--- src/rtl/uart_rx_massiv_receiver.sv ---
// UART receiver that collects frames into a small array of packs with per-pack error flags.
// The frame format and parameter set match the massiv transmitter, so both ends share one wire.
`timescale 1ns/1ps
module uart_rx_massiv_receiver #(
    parameter int UART_BAUD_RATE           = 9600,
    parameter int CLOCK_FREQUENCY          = 38400,
    parameter int PARITY                   = 1,
    parameter int NUM_OF_DATA_BITS_IN_PACK = 8,
    parameter int NUMBER_STOP_BITS         = 3,
    parameter int RX_MASSIV_DEEP           = 2,
    parameter int RX_MASSIV_DEEP_LOG_2     = $clog2(RX_MASSIV_DEEP)
) (
    input  logic                                                 IN_CLOCK,
    input  logic                                                 IN_RESET_N,
    input  logic                                                 RX_PORT,
    input  logic                                                 IN_RX_CLEAR_BUFFER,
    output logic [NUM_OF_DATA_BITS_IN_PACK*RX_MASSIV_DEEP-1:0]   OUT_RX_DATA_MASSIV,
    output logic [RX_MASSIV_DEEP-1:0]                            OUT_RX_ERROR,
    output logic [RX_MASSIV_DEEP_LOG_2:0]                        OUT_RX_NUM_OF_DATA_PACKS_READY,
    output logic                                                 OUT_RX_OVERFLOW,
    output logic                                                 OUT_RX_BUSY
);
    localparam int N    = NUM_OF_DATA_BITS_IN_PACK;
    localparam int CLKS = CLOCK_FREQUENCY / UART_BAUD_RATE;
    localparam int MID  = CLKS / 2;
    localparam int TW   = $clog2(CLKS);
    localparam int BW   = $clog2(N + NUMBER_STOP_BITS);
    localparam int CW   = RX_MASSIV_DEEP_LOG_2 + 1;

    localparam logic [TW-1:0] T_MID       = TW'(MID - 1);
    localparam logic [TW-1:0] T_LAST      = TW'(CLKS - 1);
    localparam logic [BW-1:0] B_DATA_LAST = BW'(N - 1);
    localparam logic [BW-1:0] B_STOP_LAST = BW'(NUMBER_STOP_BITS - 1);
    localparam logic [CW-1:0] FULL        = CW'(RX_MASSIV_DEEP);

    typedef enum logic [2:0] {IDLE, START, DATA, PAR, STOP, STORE} state_t;

    state_t          state, state_nxt;
    logic            s_meta, rxs;
    logic [1:0]      sync_vld;
    logic            armed;
    logic [TW-1:0]   timer;
    logic [BW-1:0]   bit_cnt;
    logic [N-1:0]    shreg;
    logic            par_err, frm_err;
    logic            sample;

    assign OUT_RX_BUSY = (state != IDLE);

    always_ff @(posedge IN_CLOCK or negedge IN_RESET_N) begin
        if (!IN_RESET_N) state <= IDLE;
        else             state <= state_nxt;
    end

    always_comb begin
        state_nxt = state;
        sample    = 1'b0;
        case (state)
            IDLE:  if (armed && !rxs) state_nxt = START;
            START: if (timer == T_MID) begin
                       sample    = 1'b1;
                       state_nxt = rxs ? IDLE : DATA;
                   end
            DATA:  if (timer == T_LAST) begin
                       sample = 1'b1;
                       if (bit_cnt == B_DATA_LAST) state_nxt = (PARITY != 0) ? PAR : STOP;
                   end
            PAR:   if (timer == T_LAST) begin
                       sample    = 1'b1;
                       state_nxt = STOP;
                   end
            STOP:  if (timer == T_LAST) begin
                       sample = 1'b1;
                       if (bit_cnt == B_STOP_LAST) state_nxt = STORE;
                   end
            STORE: state_nxt = IDLE;
            default: state_nxt = IDLE;
        endcase
    end

    // Armed only once the synchroniser carries a real line value that is high, so a
    // frame cut by reset is ignored until the line idles again.
    always_ff @(posedge IN_CLOCK or negedge IN_RESET_N) begin
        if (!IN_RESET_N) begin
            s_meta   <= 1'b1;
            rxs      <= 1'b1;
            sync_vld <= '0;
            armed    <= 1'b0;
            timer    <= '0;
            bit_cnt  <= '0;
            shreg    <= '0;
            par_err  <= 1'b0;
            frm_err  <= 1'b0;
        end else begin
            s_meta   <= RX_PORT;
            rxs      <= s_meta;
            sync_vld <= {sync_vld[0], 1'b1};
            if (sync_vld[1] && rxs) armed <= 1'b1;

            timer <= (state == IDLE || sample) ? '0 : timer + 1'b1;

            if (state_nxt != state) bit_cnt <= '0;
            else if (sample)        bit_cnt <= bit_cnt + 1'b1;

            if (state == IDLE) begin
                par_err <= 1'b0;
                frm_err <= 1'b0;
            end
            if (sample && state == DATA) shreg <= {rxs, shreg[N-1:1]};
            if (sample && state == PAR)  par_err <= (^shreg) ^ rxs ^ (PARITY == 2);
            if (sample && state == STOP && !rxs) frm_err <= 1'b1;
        end
    end

    // Clear has priority over a coinciding store.
    always_ff @(posedge IN_CLOCK or negedge IN_RESET_N) begin
        if (!IN_RESET_N) begin
            OUT_RX_DATA_MASSIV             <= '0;
            OUT_RX_ERROR                   <= '0;
            OUT_RX_NUM_OF_DATA_PACKS_READY <= '0;
            OUT_RX_OVERFLOW                <= 1'b0;
        end else if (IN_RX_CLEAR_BUFFER) begin
            OUT_RX_DATA_MASSIV             <= '0;
            OUT_RX_ERROR                   <= '0;
            OUT_RX_NUM_OF_DATA_PACKS_READY <= '0;
            OUT_RX_OVERFLOW                <= 1'b0;
        end else if (state == STORE) begin
            if (OUT_RX_NUM_OF_DATA_PACKS_READY == FULL) begin
                OUT_RX_OVERFLOW <= 1'b1;
            end else begin
                for (int k = 0; k < RX_MASSIV_DEEP; k++) begin
                    if (CW'(k) == OUT_RX_NUM_OF_DATA_PACKS_READY) begin
                        OUT_RX_DATA_MASSIV[k*N +: N] <= shreg;
                        OUT_RX_ERROR[k]              <= par_err | frm_err;
                    end
                end
                OUT_RX_NUM_OF_DATA_PACKS_READY <= OUT_RX_NUM_OF_DATA_PACKS_READY + 1'b1;
            end
        end
    end

endmodule

--- config.mk ---
export PLATFORM = sky130hd
export DESIGN_NAME = uart_rx_massiv_receiver
export DESIGN_NICKNAME = d
export VERILOG_FILES = /design/src/rtl/uart_rx_massiv_receiver.sv
export SDC_FILE = /design/constraint.sdc
export NUM_CORES = 1
export LEC_CHECK = 0
export ABC_AREA = 1
export CAP_MARGIN = 25
export CORE_ASPECT_RATIO = 1.25
export CORE_MARGIN = 2
export CORE_UTILIZATION = 60
export DETAILED_ROUTE_END_ITERATION = 8
export GPL_TIMING_DRIVEN = 0
export PLACE_DENSITY = 0.84
export RECOVER_POWER = 100
export SETUP_SLACK_MARGIN = 0.2
export SYNTH_ARGS = -nofsm -noshare
export SYNTH_HDL_FRONTEND = slang
export SYNTH_SLANG_ARGS = --single-unit
--- constraint.sdc ---
create_clock -name IN_CLOCK -period 2.3 [get_ports IN_CLOCK]
set_clock_uncertainty 0.05 [all_clocks]
set_input_delay 0.46 -clock IN_CLOCK [delete_from_list [all_inputs] [get_ports IN_CLOCK]]
set_output_delay 0.46 -clock IN_CLOCK [all_outputs]
set_load 0.03 [all_outputs]
==> results.json <==
{
  "synth_flops": 45,
  "p_per_area_nw_per_um2": 874.5,
  "p_seq_share_pct": 40.6,
  "clkPwrFrac_pct": 26.8,
  "cts-root-buf": "clkbuf_8",
  "worst_slack_ps": 303.6,
  "setup_viol": 0,
  "cp.arrival_ps": 1490,
  "status": "complete, no violations",
  "rsz0062_at_grt": "no",
  "synth.distinct_cells": 24,
  "netlist_area_um2": 2301,
  "die_h_um": 73.24,
  "wl_per_cell_um": 13.84,
  "end_kind": "output pin",
  "dpl_worst_slack_ps": 327.0,
  "numClockSinks": 45,
  "peakVddDrop_mv": 0.5745,
  "p_leak_uw": 0.001453,
  "grt_max_degree": 35,
  "r2r_end": "shreg[2]",
  "drive_above_1_share_pct": 14.92,
  "use_met1_pct": 28.07,
  "yosys_warnings": 0,
  "cts_buffers": 5,
  "first_iter_violations": 66,
  "ctsHtreeMaxLevel": 2,
  "path_clk_slew_ps": 80,
  "dr.pass1.iters": 4
}
what timing repair did:
action,4_1_cts,5_1_grt
resized,1,2
endpoints found under the setup margin,1,1
endpoints found under the hold margin,11,0
hold buffers,1,0
critical path: stages, from the launching register on:
cell	delay [ps]
dfrtp_1	440
inv_1	130
nand2_1	100
nor2_1	60
inv_1	130
clkbuf_1	330
registers in the layout, indices dropped and copies added, names as in the netlist, 2 cells and up:
register,cells
OUT_RX_ERROR,2
timer,2
OUT_RX_NUM_OF_DATA_PACKS_READY,2
bit_cnt,4
OUT_RX_DATA_MASSIV,16
state,3
sync_vld,2
shreg,8
final cells by class:
| type | instances | area, um^2 | share of cell area (%) |
|---|---|---|---|
| plain buffers | 3 | 20.02 | 0.7484 |
| repair buffers | 27 | 267.8 | 10.01 |
| inverters | 38 | 142.6 | 5.332 |
| clock buffers | 6 | 82.58 | 3.087 |
| flip-flops and latches | 45 | 1129 | 42.19 |
| clock inverters | 2 | 37.54 | 1.403 |
| multi-input cells | 174 | 945.9 | 35.36 |
| well taps | 40 | 50.05 | 1.871 |
placed cells by master, fill, tap and decap left out:
cell / Yosys / layout
buf_6: 2 / 1
nand3_1: 15 / 16
conb_1: 1 / 1
dfstp_1: 0 / 1
ha_1: 7 / 7
o21ai_0: 5 / 9
o21ai_1: 1 / 1
nor2_1: 32 / 33
mux2_2: 18 / 18
buf_12: 0 / 1
clkbuf_2: 0 / 1
o21ai_2: 8 / 4
dfstp_2: 2 / 1
bufinv_16: 0 / 1
dlygate4sd3_1: 0 / 24
nor3_1: 1 / 1
clkinv_1: 1 / 1
nand2_1: 64 / 70
a21oi_1: 1 / 1
clkbuf_8: 0 / 6
clkbuf_1: 1 / 3
nand3_2: 2 / 1
inv_1: 34 / 35
nand4_1: 3 / 3
nor2_2: 3 / 2
inv_2: 3 / 2
clkinvlp_4: 0 / 1
xor2_1: 2 / 2
dfrtp_1: 43 / 43
nand2_2: 7 / 5
per-layer routing:
metal,up-vias,part of all wire [%]
li1,878,-
met1,866,43
met2,29,53
met3,6,3.0
met4,0,1.3
met5,-,0
logic make-up after synthesis:
logic type | count (synthesis) | synth area share, %
muxes | 18 | 8.809
AOI/OAI and AO/OA | 15 | 4.567
other | 1 | 0.1630
buffers and inverters | 41 | 7.340
and+or+nand+nor | 131 | 25.50
DFF | 45 | 49.05
adders and majority gates | 7 | 3.806
xor gates and xnor gates | 2 | 0.7614
power groups by stage:
stage	sequential (uW)	clock [uW]	combinational, uW
2_1_floorplan	998	0	558
3_3_place_gp	959	0	785
3_5_place_dp	965	0	810
4_1_cts	951	640	809
5_1_grt	958	672	854
6_report	950	628	761
through the flow:
| step | TNS, ps | util, % |
|---|---|---|
| after floorplan | 0 | - |
| after detailed placement | 0 | 70.29 |
| after global placement | -18460 | 69.88 |
| final | 0 | 71.87 |
| after CTS | 0 | 73.75 |
| after global routing | 0 | 71.87 |
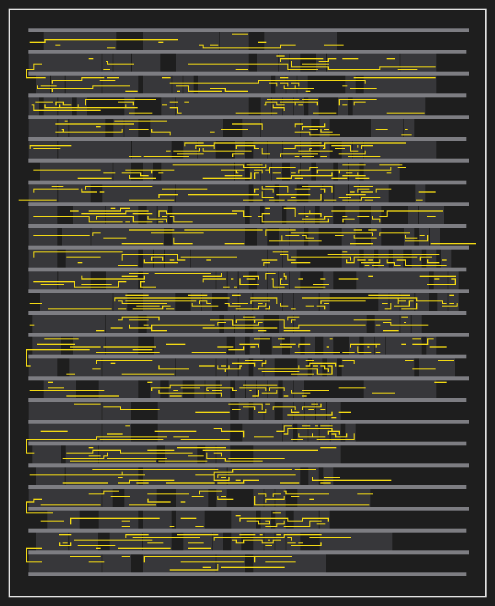
**Above:** M1 wires.
(8 px per um) Supply wires on this layer in grey.
272 nets have wire on it. The wires run mostly horizontal. The layer holds 43% of the routed length. The longest straight run is 18.4 um.
via count: 1779
final wirelength: 4638 um

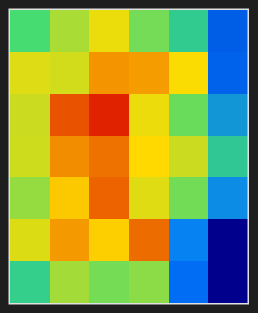
**Above:** cell area per tile.
(4 px per um) 6 x 7 tiles, from dark blue (low) to red (high), 0 to 100% covered.
The fullest tile reaches 96%. The densest ninth of the die: centre. 29% of the tiles are over 75% full. The emptiest ninth of the die: south-east.
Final Core Density: 71.87%
core box area: 3722 um^2
Initial Utilization: 61.82%

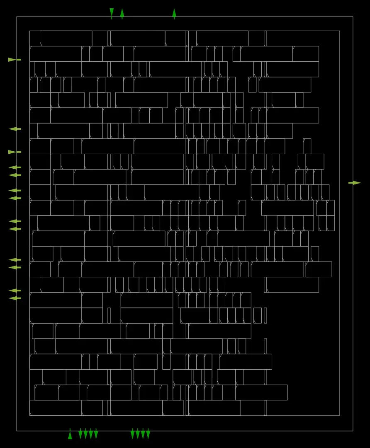
**Above:** placed standard cells.
Seq cells: 45
tap cells: 40
flop share of the area: 42.19%
final std cells w/o fill: 335
Rows: 25

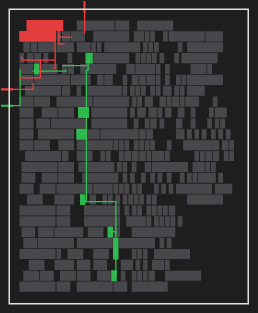
**Above:** nets reached from selected ports.
(4 px per um)
Key: OUT_RX_NUM_OF_DATA_PACKS_READY = red [bits 2, direction output, edge 1 west, 1 north, end cells 2, buffers 2, wire 48.6 um]; IN_RX_CLEAR_BUFFER = green [bits 1, direction input, edge west, end cells 11, buffers 2, wire 95.9 um]
I/O pin count: 26
IO buf count: 25

Power and IR drop assume default switching activity.
